## config.mk

```make
export PLATFORM = sky130hd
export DESIGN_NAME = piece_dropper
export DESIGN_NICKNAME = d
export VERILOG_FILES = /design/src/rtl/connect4_pkg.sv /design/src/rtl/piece_dropper.sv
export SDC_FILE = /design/constraint.sdc
export NUM_CORES = 1
export LEC_CHECK = 0
export CORE_ASPECT_RATIO = 0.6
export CORE_MARGIN = 10
export CORE_UTILIZATION = 45
export DETAILED_ROUTE_END_ITERATION = 8
export PLACE_DENSITY = 0.78
export RECOVER_POWER = 50
export SYNTH_ARGS = -nofsm -noshare
export SYNTH_HDL_FRONTEND = slang
export SYNTH_SLANG_ARGS = --single-unit
export TNS_END_PERCENT = 30
```

## constraint.sdc

```tcl
create_clock -name clk -period 3.7 [get_ports clk]
set_input_delay 0.555 -clock clk [delete_from_list [all_inputs] [get_ports clk]]
set_output_delay 0.555 -clock clk [all_outputs]
set_load 0.02 [all_outputs]
```

## src/rtl/connect4_pkg.sv

```systemverilog
// Shared Connect Four definitions: cell codes, board defaults, drop result codes
// and the piece_dropper state encoding.
package connect4_pkg;

    localparam int DEF_ROWS = 6;
    localparam int DEF_COLS = 7;

    localparam logic [1:0] CELL_EMPTY = 2'b00;
    localparam logic [1:0] CELL_P1    = 2'b01;
    localparam logic [1:0] CELL_P2    = 2'b10;

    localparam logic [1:0] RES_PLACED  = 2'b00;
    localparam logic [1:0] RES_FULL    = 2'b01;
    localparam logic [1:0] RES_INVALID = 2'b10;

    typedef enum logic [2:0] {
        ST_IDLE,
        ST_SCAN,
        ST_WRITE,
        ST_START_CHECK,
        ST_WAIT_CLR,
        ST_WAIT_CHECK,
        ST_DONE
    } drop_state_t;

endpackage

```

## src/rtl/piece_dropper.sv

```systemverilog
// Column-drop engine: scans a column bottom-up, writes the piece into the first
// empty cell, runs the victory checker on it and reports placed/full/invalid.
module piece_dropper
    import connect4_pkg::*;
#(
    parameter int ROWS = DEF_ROWS,
    parameter int COLS = DEF_COLS
) (
    input  logic       clk,
    input  logic       rst_n,
    input  logic       drop_valid,
    output logic       drop_ready,
    input  logic [2:0] drop_col,
    input  logic [1:0] drop_player,
    output logic       rd_sel,
    output logic [2:0] row_read,
    output logic [2:0] col_read,
    input  logic [1:0] data_in,
    output logic       wr_en,
    output logic [2:0] wr_row,
    output logic [2:0] wr_col,
    output logic [1:0] wr_data,
    output logic [2:0] move_row,
    output logic [2:0] move_col,
    output logic       check_start,
    input  logic       check_done,
    output logic       done,
    output logic [1:0] result
);

    localparam logic [2:0] TOP_ROW = 3'(ROWS - 1);

    drop_state_t state;
    logic [2:0]  row_q;
    logic [2:0]  col_q;
    logic [1:0]  player_q;
    logic        req_bad;

    assign req_bad = ({1'b0, drop_col} >= 4'(COLS)) ||
                     (drop_player != CELL_P1 && drop_player != CELL_P2);

    // The read and write addresses are the same registered row/column pair;
    // rd_sel and wr_en qualify which use is live.
    assign row_read = row_q;
    assign col_read = col_q;
    assign wr_row   = row_q;
    assign wr_col   = col_q;
    assign wr_data  = player_q;

    // NOTE: all state and registered outputs use non-blocking assignments so every
    // flop samples pre-edge values; blocking here would create order-dependent races.
    always_ff @(posedge clk or negedge rst_n) begin
        if (!rst_n) begin
            state       <= ST_IDLE;
            drop_ready  <= 1'b1;
            rd_sel      <= 1'b0;
            wr_en       <= 1'b0;
            check_start <= 1'b0;
            done        <= 1'b0;
            row_q       <= '0;
            col_q       <= '0;
            player_q    <= '0;
            move_row    <= '0;
            move_col    <= '0;
            result      <= RES_PLACED;
        end else begin
            wr_en       <= 1'b0;
            check_start <= 1'b0;
            done        <= 1'b0;
            case (state)
                ST_IDLE: begin
                    if (drop_valid) begin
                        col_q      <= drop_col;
                        player_q   <= drop_player;
                        drop_ready <= 1'b0;
                        if (req_bad) begin
                            result <= RES_INVALID;
                            done   <= 1'b1;
                            state  <= ST_DONE;
                        end else begin
                            result <= RES_PLACED;
                            row_q  <= '0;
                            rd_sel <= 1'b1;
                            state  <= ST_SCAN;
                        end
                    end
                end
                ST_SCAN: begin
                    if (data_in == CELL_EMPTY) begin
                        rd_sel   <= 1'b0;
                        wr_en    <= 1'b1;
                        move_row <= row_q;
                        move_col <= col_q;
                        state    <= ST_WRITE;
                    end else if (row_q == TOP_ROW) begin
                        rd_sel <= 1'b0;
                        result <= RES_FULL;
                        done   <= 1'b1;
                        state  <= ST_DONE;
                    end else begin
                        row_q <= row_q + 3'd1;
                    end
                end
                ST_WRITE: begin
                    check_start <= 1'b1;
                    state       <= ST_START_CHECK;
                end
                ST_START_CHECK: state <= ST_WAIT_CLR;
                // check_done may still be high from the previous move here.
                ST_WAIT_CLR:    state <= ST_WAIT_CHECK;
                ST_WAIT_CHECK: begin
                    if (check_done) begin
                        result <= RES_PLACED;
                        done   <= 1'b1;
                        state  <= ST_DONE;
                    end
                end
                ST_DONE: begin
                    drop_ready <= 1'b1;
                    state      <= ST_IDLE;
                end
                default: begin
                    drop_ready <= 1'b1;
                    rd_sel     <= 1'b0;
                    state      <= ST_IDLE;
                end
            endcase
        end
    end

endmodule

```

run_1/closeup.png
Region (31, 18) to (56, 43) µm. Cells in gray, sequential cells in the stronger gray; small squares are vias.
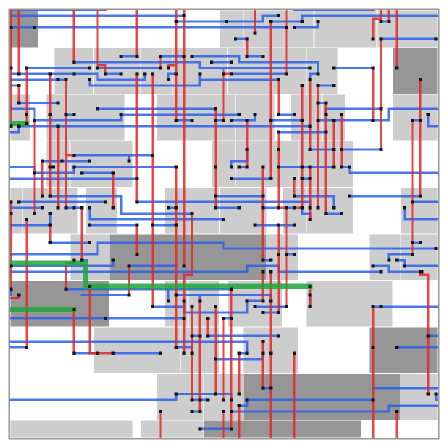
| color | layer |
|---|---|
| red | M2 |
| blue | M1 |
| green | M3 |
netlist names of flops here include: `state` (2), `result` (1)
cells with their middle in the window: 43
sequential cells in the window: 3
most frequent: o21ai_0 (4)

run_1/util_map.png
Drawn at 3 px/µm. 9 x 6 tiles, from black (low) to pale yellow (high), 0 to 100% covered.
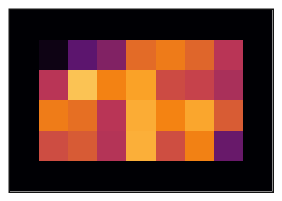
fullest tile: 87%
tiles over 75% full: 9.3%
mean over tiles: 30%
emptiest ninth of the die: north-west
nearly empty tiles: 48%
Final Util: 64.4%
core area: 0.00256 mm²

==> out/results.ini, run 1 <==
[logic_synthesis]
netlist_logic_family_top=AND-OR/OR-AND gates
ys_seq_share_pct=48.9
syn_nets=123
synthAoiAreaFrac_pct=15.7
ys_cells=110
simple_gate_area_share_pct=12.4
synth_cell_types=41
synth-adder-area-share_pct=2.03
synth.avg_cell_area_um2=11.2
ys.flop_type=dfrtp_1
yosysChipArea_mm2=0.00123
syn_inst=110
ys_sh_mux_pct=12.4
yosysWarnings=0
synth_flop_count=24
ys_async_sr_fraction_pct=100

[detailed_routing]
vias=958
wire_per_inst_um=16.5
postRouteAntennaNets=0
postRouteWirelength_um=2860
vias_per_cell=5.54
drt-initial-drc-count=28
drc_errors=0

[grt]
globalRouteTotalUtil_pct=11.2
overflow=0
grt_antenna_before_repair=0
grt_pass1_wl_um=4680
grt_max_degree=25

[final_layout]
stdcell_count=173
fin_area_mm2=0.00165
fin_nets=155
regArea_um2=602
diodes=0
layout-drive-gt1-share_pct=12.8
comb_area_um2=541
syn_to_final_growth_pct=33.9

[clocking]
clk_pin_slew_ps=90
cts_buffers=3
cts_sinks=24
clock.latency.late_pin_ps=270
post_cts_buffers=0
hold_buffers=0
tritoncts=yes

[sta]
finalMaxSlewViolations=0
hold_viol_final=0
period_needed_ps=2050
slew_headroom_pct=26.8
period_used_pct=55.5
setup_tns_ps=0
fin_worst_skew_ps=5.44
fin_ws_ps=1650
tightest_slew_ps=1090

[pwr]
finalPower_mw=1.48
power_frac_seq_pct=33.9
p_int_mw=0.910
switching_share_pct=38.4
ir_worst_vdd_mv=0.440
leakagePower_nw=0.731

[outcome]
status=complete, no violations

[worst_setup_path]
crit_type=input port to register
critical_path_required_ps=3860
arrival_ps=2210
crit_path_max_fanout=10

[flow_run]
warning_count=27
drv_cap=0

[floorplan]
fp_util_pct=48.1
chip_area_mm2=0.00529
fp.dieH_um=60.5
die_w_um=87.5
rows=14

[placed_design]
dp.cells=169
io_buffers=37

[hold_path]
min_path_cells=2
hold_path.class=register to register

run_1/clock_wires.png
Drawn at 6 px/µm.
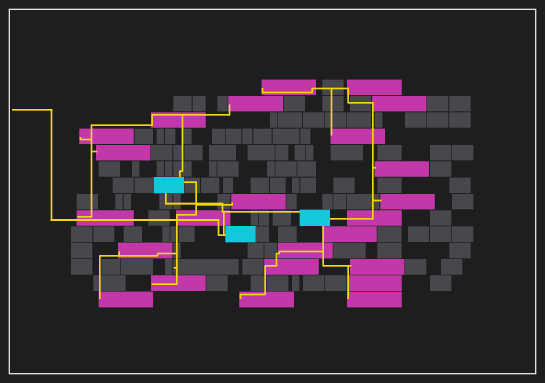
[cyan] clock-net drivers | count: 3
[magenta] flip-flops | count: 24
[yellow] clock wires | length: 308 µm
routed clock nets: 4

==> run 1: placed cells by master (no fill, tap or decap), drive strengths merged, types with 3 or more instances in the layout <==
cell type,n
dfrtp,23
clkdlybuf4s50,31
inv,6
o21ai,8
nand2,9
mux2,11
o211ai,3
nor2,4
clkbuf,3
dlygate4sd3,6
==> run 1: sequential cells by signal, indices dropped and copies added, names as in the netlist <==
signal / count
row_read: 3
move_col: 3
done: 1
state: 3
move_row: 3
wr_data: 2
drop_ready: 1
rd_sel: 1
wr_en: 1
check_start: 1
col_read: 3
result: 2
==> run 1: path summary, 6_finish.rpt <==
kind,startpoint,to,slack [ps]
worst max-delay path,drop_valid,col_read[1],1650
worst min-delay path,drop_ready,drop_ready,470
worst max register to register,state[2],col_read[1],1870
worst min register to register,drop_ready,drop_ready,470
max in group asynchronous,rst_n,result[0],2110
min in group asynchronous,rst_n,row_read[1],940
==> run 1: cells by family after synthesis <==
logic type / after synthesis
and+or+nand+nor: 27
DFF: 24
AOI/OAI and AO/OA: 27
buffers and inverters: 16
adders and majority gates: 2
muxes: 12
xor gates and xnor gates: 2
==> run 1: synthesized netlist by cell type (all sizes together) (2+ instances only) <==
master / number / area share, %
o21ai: 8 / 3.3
ha: 2 / 2.0
nand2: 9 / 2.7
nand2b: 2 / 1.0
and3: 2 / 1.0
dfrtp: 23 / 47
or4b: 2 / 1.6
o21a: 2 / 1.2
inv: 6 / 1.8
buf: 8 / 4.7
o211ai: 3 / 1.8
mux2: 11 / 12
nor2: 4 / 1.2
clkbuf: 2 / 0.61
o31a: 2 / 1.4
==> run 1: critical path: stages <==
cell and delay, ps:
clkdlybuf4s50_1 550, or4b_1 710, mux2_4 390
==> run 1: cell type report <==
class                      count  share of cell area [%]
timing repair buffer          37                    22.5
clock buffer                   3                    2.51
multi-input combinational     70                    32.8
sequential                    24                    36.6
tap                           32                    2.43
inverter                       6                    1.37
clock inverter                 1                    1.82
==> run 1: power by group through the flow <==
stage	combinational [mW]	sequential [mW]	clock, mW
after floorplan	0.393	0.574	0
after global placement	0.746	0.496	0
after detailed placement	0.758	0.506	0
after CTS	0.761	0.500	0.236
after global routing	0.804	0.521	0.247
final	0.746	0.500	0.230
==> run 1: routing by layer <==
| metal | share of wire (%) | global-route usage, % |
|---|---|---|
| met3 | 11 | 5.75 |
| met2 | 40 | 16.4 |
| met1 | 48 | 14.2 |
| met5 | 0 | 0 |
| met4 | 1.0 | 3.17 |
run_1/class_map.png
Drawn at 4 px/µm. Fill, decap, tap and diode cells in gray.
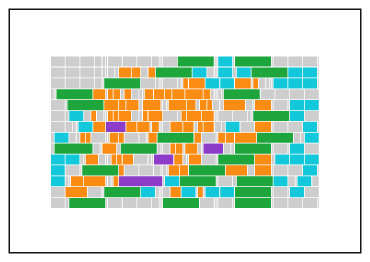

==> inputs of run 2 (changes only) <==
--- a/config.mk
+++ b/config.mk
@@ -7,9 +7,9 @@
 export LEC_CHECK = 0
 export CORE_ASPECT_RATIO = 0.6
 export CORE_MARGIN = 10
-export CORE_UTILIZATION = 45
+export CORE_UTILIZATION = 41
 export DETAILED_ROUTE_END_ITERATION = 8
-export PLACE_DENSITY = 0.78
+export PLACE_DENSITY = 0.74
 export RECOVER_POWER = 50
 export SYNTH_ARGS = -nofsm -noshare
 export SYNTH_HDL_FRONTEND = slang
==> constraint.sdc (replaced) <==
create_clock -name clk -period 1.7 [get_ports clk]
set_input_delay 0.255 -clock clk [delete_from_list [all_inputs] [get_ports clk]]
set_output_delay 0.255 -clock clk [all_outputs]
set_load 0.02 [all_outputs]
run_2/class_map.png
Drawn at 4 px/µm. Fill, decap, tap and diode cells in gray.
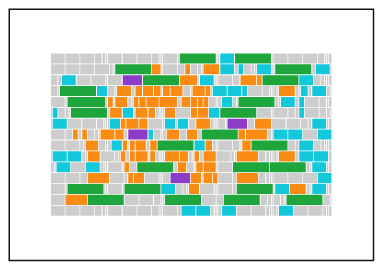
| color | class | cells | share of their area |
|---|---|---|---|
| cyan | remaining buffers and delay cells | 48 | 25% |
| orange | remaining logic cells | 76 | 34% |
| green | registers | 24 | 37% |
| purple | clock drivers and dummy loads | 4 | 3.4% |

==> out/results.ini, run 2 <==
[logic_synthesis]
ys_seq_share_pct=48.9  ; unchanged
synth.most_common_cell=dfrtp_1
ys_async_sr_fraction_pct=100  ; unchanged
yosysTopAreaCell=dfrtp_1
synth.avg_cell_area_um2=11.2  ; unchanged
ys.flop_type=dfrtp_1
synth_flop_count=24  ; unchanged
synth_cell_types=41  ; unchanged
syn_nets=123  ; unchanged

[detailed_routing]
postRouteWirelength_um=2990  ; +4.4%
vias_per_cell=5.08  ; -8.3%
wl_met1_um=1540  ; +12%
wl_met2_um=1160  ; +2.3%
drt-initial-drc-count=54  ; +93%
wire_per_inst_um=15.4  ; -6.9%
wl_met3_um=230  ; -26%
highest_layer=met4
drc_errors=0  ; unchanged
vias=985  ; +2.8%

[pwr]
ir_worst_vdd_mv=0.704  ; +60%
leakagePower_nw=0.755  ; +3.2%
finalPower_mw=3.16  ; +110%

[floorplan]
chip_area_mm2=0.00566  ; +7.0%
fp_util_pct=42.8  ; -5.3 points
die_w_um=90.7  ; +3.7%
rows=15  ; +1
fp.dieH_um=62.4  ; +3.2%

[clocking]
clock.latency.late_pin_ps=270  ; about the same
cts_buffers=3  ; unchanged
clk_pin_slew_ps=80  ; about the same
tritoncts=yes
hold_buffers=0  ; unchanged
post_cts_buffers=0  ; unchanged
cts_sinks=24  ; unchanged

[final_layout]
fin_nets=166  ; +7.1%
layout-drive-gt1-share_pct=17.8  ; +5.0 points
diodes=0  ; unchanged
fin_area_mm2=0.00168  ; +2.2%
layout_top_cell=clkdlybuf4s50_1
syn_to_final_growth_pct=36.8
stdcell_count=194  ; +12%

[flow_run]
drv_cap=0  ; unchanged

[outcome]
status=complete, no violations

[worst_setup_path]
cp_cell_sequence=clkdlybuf4s50_1
critPathTopFamily=buffers and inverters
critical_path_required_ps=1440  ; -2420 ps
crit_slowest_cell=clkdlybuf4s50_1
crit_path_max_fanout=7  ; -3
slowest_delay_ps=650  ; -60 ps
critPathBufInv=1  ; unchanged
arrival_ps=1360  ; -850 ps

[sta]
period_needed_ps=1620
fin_ws_ps=81.8  ; -1560 ps
period_used_pct=95.2
tightest_slew_ps=599  ; -495 ps
hold_viol_final=0  ; unchanged
slew_headroom_pct=60.1  ; +33 points
fin_worst_skew_ps=1.62  ; -3.81 ps

[grt]
overflow=0  ; unchanged
grt_pass1_wl_um=4910  ; +5.0%
grt_max_degree=25  ; unchanged

[hold_path]
hold_path.class=register to register

[placed_design]
dp.cells=190  ; +12%
io_buffers=37  ; unchanged

-- run 2: cell types whose count changed in the layout (fill, tap and decap cells not counted), moves of 2 or more --
| cell | change |
|---|---|
| buf_4 | +8 |
| clkdlybuf4s50_1 | -3 |
| clkbuf_1 | +6 |
| dlygate4sd3_1 | -2 |
-- run 2: routing by layer --
layer / track usage, % / up-vias
met5: 0 / -
met3: 4.92 / 5
met2: 14.6 / 34
met4: 5.14 / 0
met1: 14.0 / 465
li1: - / 481
-- run 2: path summary, 6_finish.rpt --
check / start / slack [ps] / cells past startpoint / to
min in group asynchronous: rst_n / 520 / 2 / wr_en
min reg2reg: drop_ready / 470 / 2 / drop_ready
max: row_read[1] / 80 / 1 / row_read[1]
max reg2reg: state[0] / 80 / 3 / col_read[2]
max in group asynchronous: rst_n / 800 / 2 / done
min: drop_ready / 470 / 2 / drop_ready
-- run 2: cells by family (layout without fill, tap and decap cells) --
logic type,Yosys count,in the layout,synth area share [%]
multiplexers,12,12,12.4
XOR/XNOR,2,2,1.42
buffers and inverters,16,58,7.12
AND-OR/OR-AND,27,27,15.7
flip-flops,24,24,48.9
adder cells (fa/ha/maj),2,2,2.03
AND/OR/NAND/NOR,27,27,12.4
-- run 2: power by group --
part           total (mW)  switching [mW]  internal, mW
sequential           1.02           0.201         0.822
clock               0.394           0.187         0.207
combinational        1.74           0.867         0.871
-- run 2: metrics by stage --
| step | utilization [%] | TNS, ps |
|---|---|---|
| after floorplan | - | 0 |
| after global placement | 58.2 | -368 |
| after detailed placement | 58.2 | -538 |
| after CTS | 60.1 | 0 |
| after global routing | 58.6 | 0 |
| final | 58.6 | 0 |
-- run 2: cell type report --
cell class	instances	area [µm²]
multi-input cells	70	536
fillers	264	1190
well taps	42	52.6
repair buffers	48	415
flip-flops and latches	24	602
clock buffers	4	55.1
inverters	6	22.5
-- run 2: repair_timing --
action,in CTS,in global routing
gates resized,0,5
hold endpoints to repair,0,0
setup endpoints to repair,0,5
run_2/clock_wires.png
Drawn at 6 px/µm.
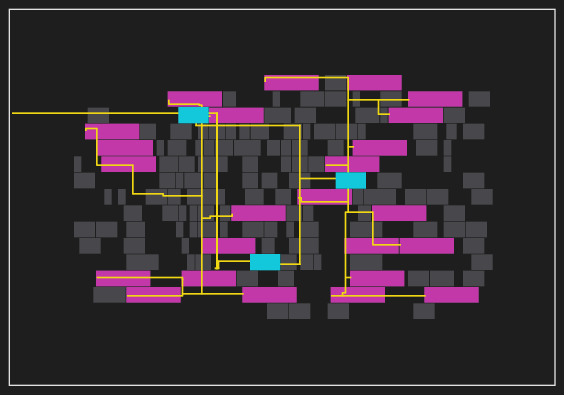

==> inputs of run 3 (changes only) <==
--- a/config.mk
+++ b/config.mk
@@ -6,7 +6,6 @@
 export NUM_CORES = 1
 export LEC_CHECK = 0
 export CORE_ASPECT_RATIO = 0.6
-export CORE_MARGIN = 10
 export CORE_UTILIZATION = 41
 export DETAILED_ROUTE_END_ITERATION = 8
 export PLACE_DENSITY = 0.74
run_3/clock_wires.png
Drawn at 10 px/µm.
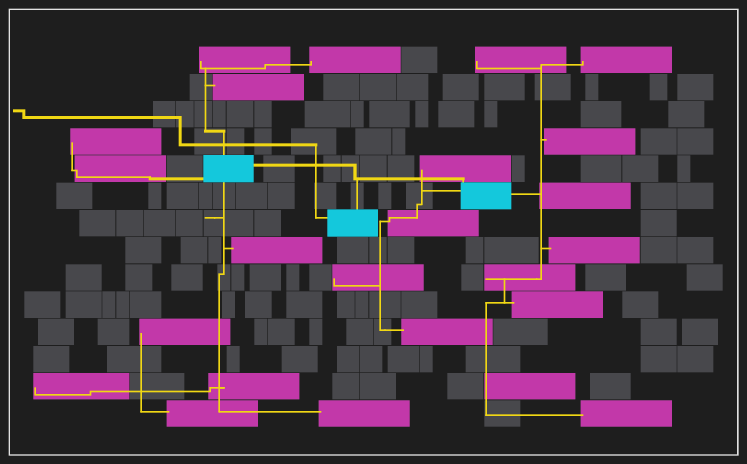
[magenta] flip-flops | count: 24
[yellow] clock wires | length: 297 µm
[cyan] clock-net drivers | count: 3
flops lie: widely spread
routed clock nets: 4
Setup Skew: 4.91 ps
clock latency on the worst-skew pair: 270 ps
clock power share: 12.4%
Clock Power: 0.389 mW

==> out/results.ini, run 3 <==
[pwr]
p_comb_share_pct=54.7  ; -0.4 points
cellPowerDensity_mw_per_mm2=1860
power_frac_seq_pct=32.9  ; +0.5 points
switching_share_pct=39.5  ; -0.30 points
leakagePower_nw=0.751  ; -0.48%
p_switching_mw=1.24  ; -1.6%
p_int_mw=1.89  ; -0.33%
ir_worst_vdd_mv=0.800  ; +14%

[detailed_routing]
drt-initial-drc-count=41  ; -24%
postRouteWirelength_um=2690  ; -9.8%
vias_per_cell=5.18  ; +2.0%
postRouteAntennaNets=0
dr.pass1.iters=4
vias=989  ; +0.41%
drc_errors=0  ; unchanged
wire_per_inst_um=14.1  ; -8.4%

[clocking]
ctsHtreeMaxLevel=1
clk_pin_slew_ps=90  ; about the same
root_buffer=clkbuf_8
cts_sinks=24  ; unchanged
tritoncts=yes
clock_path_buffers=2
cts_buffers=3  ; unchanged

[final_layout]
syn_to_final_growth_pct=36.7  ; about the same
final_layout_top_logic_cells=28 x clkdlybuf4s50_1, 23 x dfrtp_1, 9 x nand2_1
comb_area_um2=536  ; unchanged
stdcell_count=191  ; -1.5%
layout_top_cell=clkdlybuf4s50_1
regArea_um2=602  ; unchanged
diodes=0  ; unchanged
fillers=226  ; -14%
final_util_pct=63.2  ; +4.6 points
fin_nets=165  ; -0.60%
layout-drive-gt1-share_pct=16.6  ; -1.2 points

[worst_setup_path]
cp-end-kind=primary output
crit_path_max_fanout=2  ; -5
critical_path_required_ps=1440  ; about the same
crit_type=register to primary output
critPathTopFamily=buffers and inverters
slowest_delay_ps=600  ; -50 ps
cp_cell_sequence=clkdlybuf4s50_1
crit_slowest_cell=clkdlybuf4s50_1
cp-start-kind=register
arrival_ps=1410  ; +50 ps
critPathBufInv=1  ; unchanged

[logic_synthesis]
synth_flop_count=24  ; unchanged
syn_nets=123  ; unchanged
yosysChipArea_mm2=0.00123
ys_seq_share_pct=48.9  ; unchanged
synth.avg_cell_area_um2=11.2  ; unchanged
yosysTopAreaCell=dfrtp_1
yosysWarnings=0
ys.flop_type=dfrtp_1
synth_cell_types=41  ; unchanged
topCellsByArea=dfrtp_1 47%, mux2_4 6.1%, mux2_2 5.5%, buf_4 4.3%, o21ai_0 3.3%
yosys-top-cells-count=23 x dfrtp_1, 9 x nand2_1, 8 x o21ai_0
edf_count=0
syn_inst=110
synth.most_common_cell=dfrtp_1
ys_async_sr_fraction_pct=100  ; unchanged
ys_cells=110
synth_top_area_share_pct=46.8
syn_area_mm2=0.00123

[placed_design]
gp_congestion=0.847
place_ws_ps=-79.5
dp.cells=187  ; -1.6%
dp_hpwl_um=2010
io_buffers=37  ; unchanged

[sta]
period_needed_ps=1660  ; +42.9 ps
hold_viol_final=0  ; unchanged
rsz0062_at_grt=no
finalMaxSlewViolations=0
setup_violations=0
period_used_pct=97.7  ; +2.5 points
tightest_slew_ps=614  ; +14.9 ps
fin_ws_ps=38.9  ; -42.9 ps
slew_headroom_pct=59.1  ; -0.99 points
fmax_ghz=0.602

[grt]
grt_pass1_wl_um=4240  ; -14%
grt_antenna_before_repair=0
globalRouteTotalUtil_pct=18.0
overflow=0  ; unchanged
grt_max_degree=25  ; unchanged
first_global_vias=900

[flow_run]
warning_count=27
drv_cap=0  ; unchanged

[floorplan]
fp.dieH_um=44.4  ; -29%
fp_util_pct=46.2  ; +3.4 points
core_area_mm2=0.00266
chip_area_mm2=0.00323  ; -43%
die_w_um=72.7  ; -20%
ios=38
rows=14  ; -1

[hold_path]
hold_path.class=register to register

[outcome]
status=complete, no violations

## run 3: cell types whose count changed in the layout (fill, tap and decap cells not counted), sizes merged
cell and change:
clkbuf -2, dlygate4sd3 +2, buf -1
## run 3: path summary, 6_finish.rpt
check | start | to | slack, ps | cells past startpoint
max | drop_ready | drop_ready | 40 | 1
min | drop_ready | drop_ready | 480 | 2
min reg2reg | drop_ready | drop_ready | 480 | 2
max reg2reg | state[1] | col_read[1] | 120 | 3
max in group asynchronous | rst_n | move_col[0] | 770 | 2
min in group asynchronous | rst_n | move_row[1] | 520 | 2
## run 3: cell type report
cell class,instances,area share (%)
multi-input combinational,70,31.8
timing repair buffer,47,24.8
sequential,24,35.8
clock buffer,4,3.27
tap,40,2.98
inverter,6,1.34
## run 3: power by group through the flow
stage	Clock (mW)	Combinational [mW]	Sequential, mW
finish	0.389	1.71	1.03
global route	0.430	1.83	1.07
CTS	0.400	1.79	1.03
detailed placement	0	1.78	1.04
global placement	0	1.76	1.03
floorplan	0	0.855	1.25
## run 3: kinds of logic after synthesis
logic type      synth area share [%]
compound gates                  15.7
simple gates                    12.4
flops                           48.9
buf+inv                         7.12
mux                             12.4
xor+xnor                        1.42
fa+ha+maj                       2.03
## run 3: per-stage QoR
stage / TNS [ps] / cell area, µm² / power [mW] / hold slack (ps)
floorplan: 0 / 1230 / 2.10 / -40.6
global placement: -407 / 1660 / 2.78 / 457
detailed placement: -436 / 1660 / 2.82 / 461
CTS: 0 / 1720 / 3.22 / 360
global route: 0 / 1680 / 3.34 / 508
finish: 0 / 1680 / 3.13 / 475
## run 3: what timing repair did
action	4_1_cts	5_1_grt
buffers inserted	0	0
setup endpoints to repair	0	3
resized	0	3
hold buffers	0	0
## run 3: metal layers
metal | up-vias | track usage (%) | wire [µm]
li1 | 474 | - | -
met1 | 474 | 24.8 | 1350
met2 | 41 | 28.6 | 1150
met3 | 0 | 5.69 | 187
met4 | 0 | 3.53 | 0
met5 | - | 0 | 0
## run 3: tightest hold or removal path, cell delays in order, from the launching register on
cell	delay, ps
dfstp_2	380
nand2_1	50
nand2_1	50

==> layout pictures side by side <==
Clock routing.
Plate I
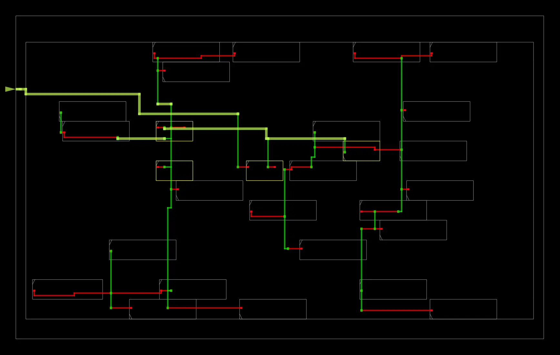
Plate II
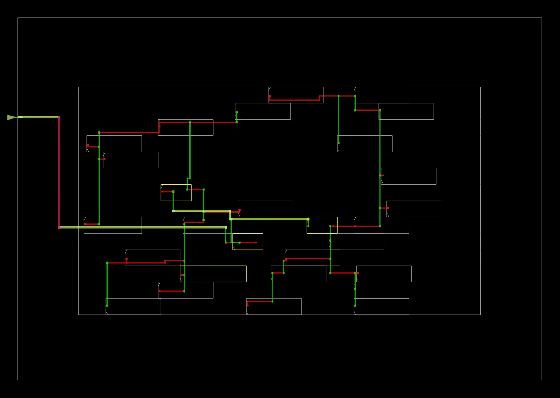
Plate III
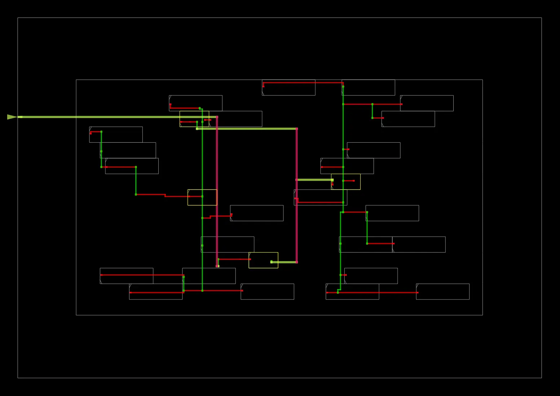
| from | picture |
|---|---|
| run 2 | Plate III |
| run 1 | Plate II |
| run 3 | Plate I |

Power figures rest on the tool's default switching activity, not on a simulated workload.
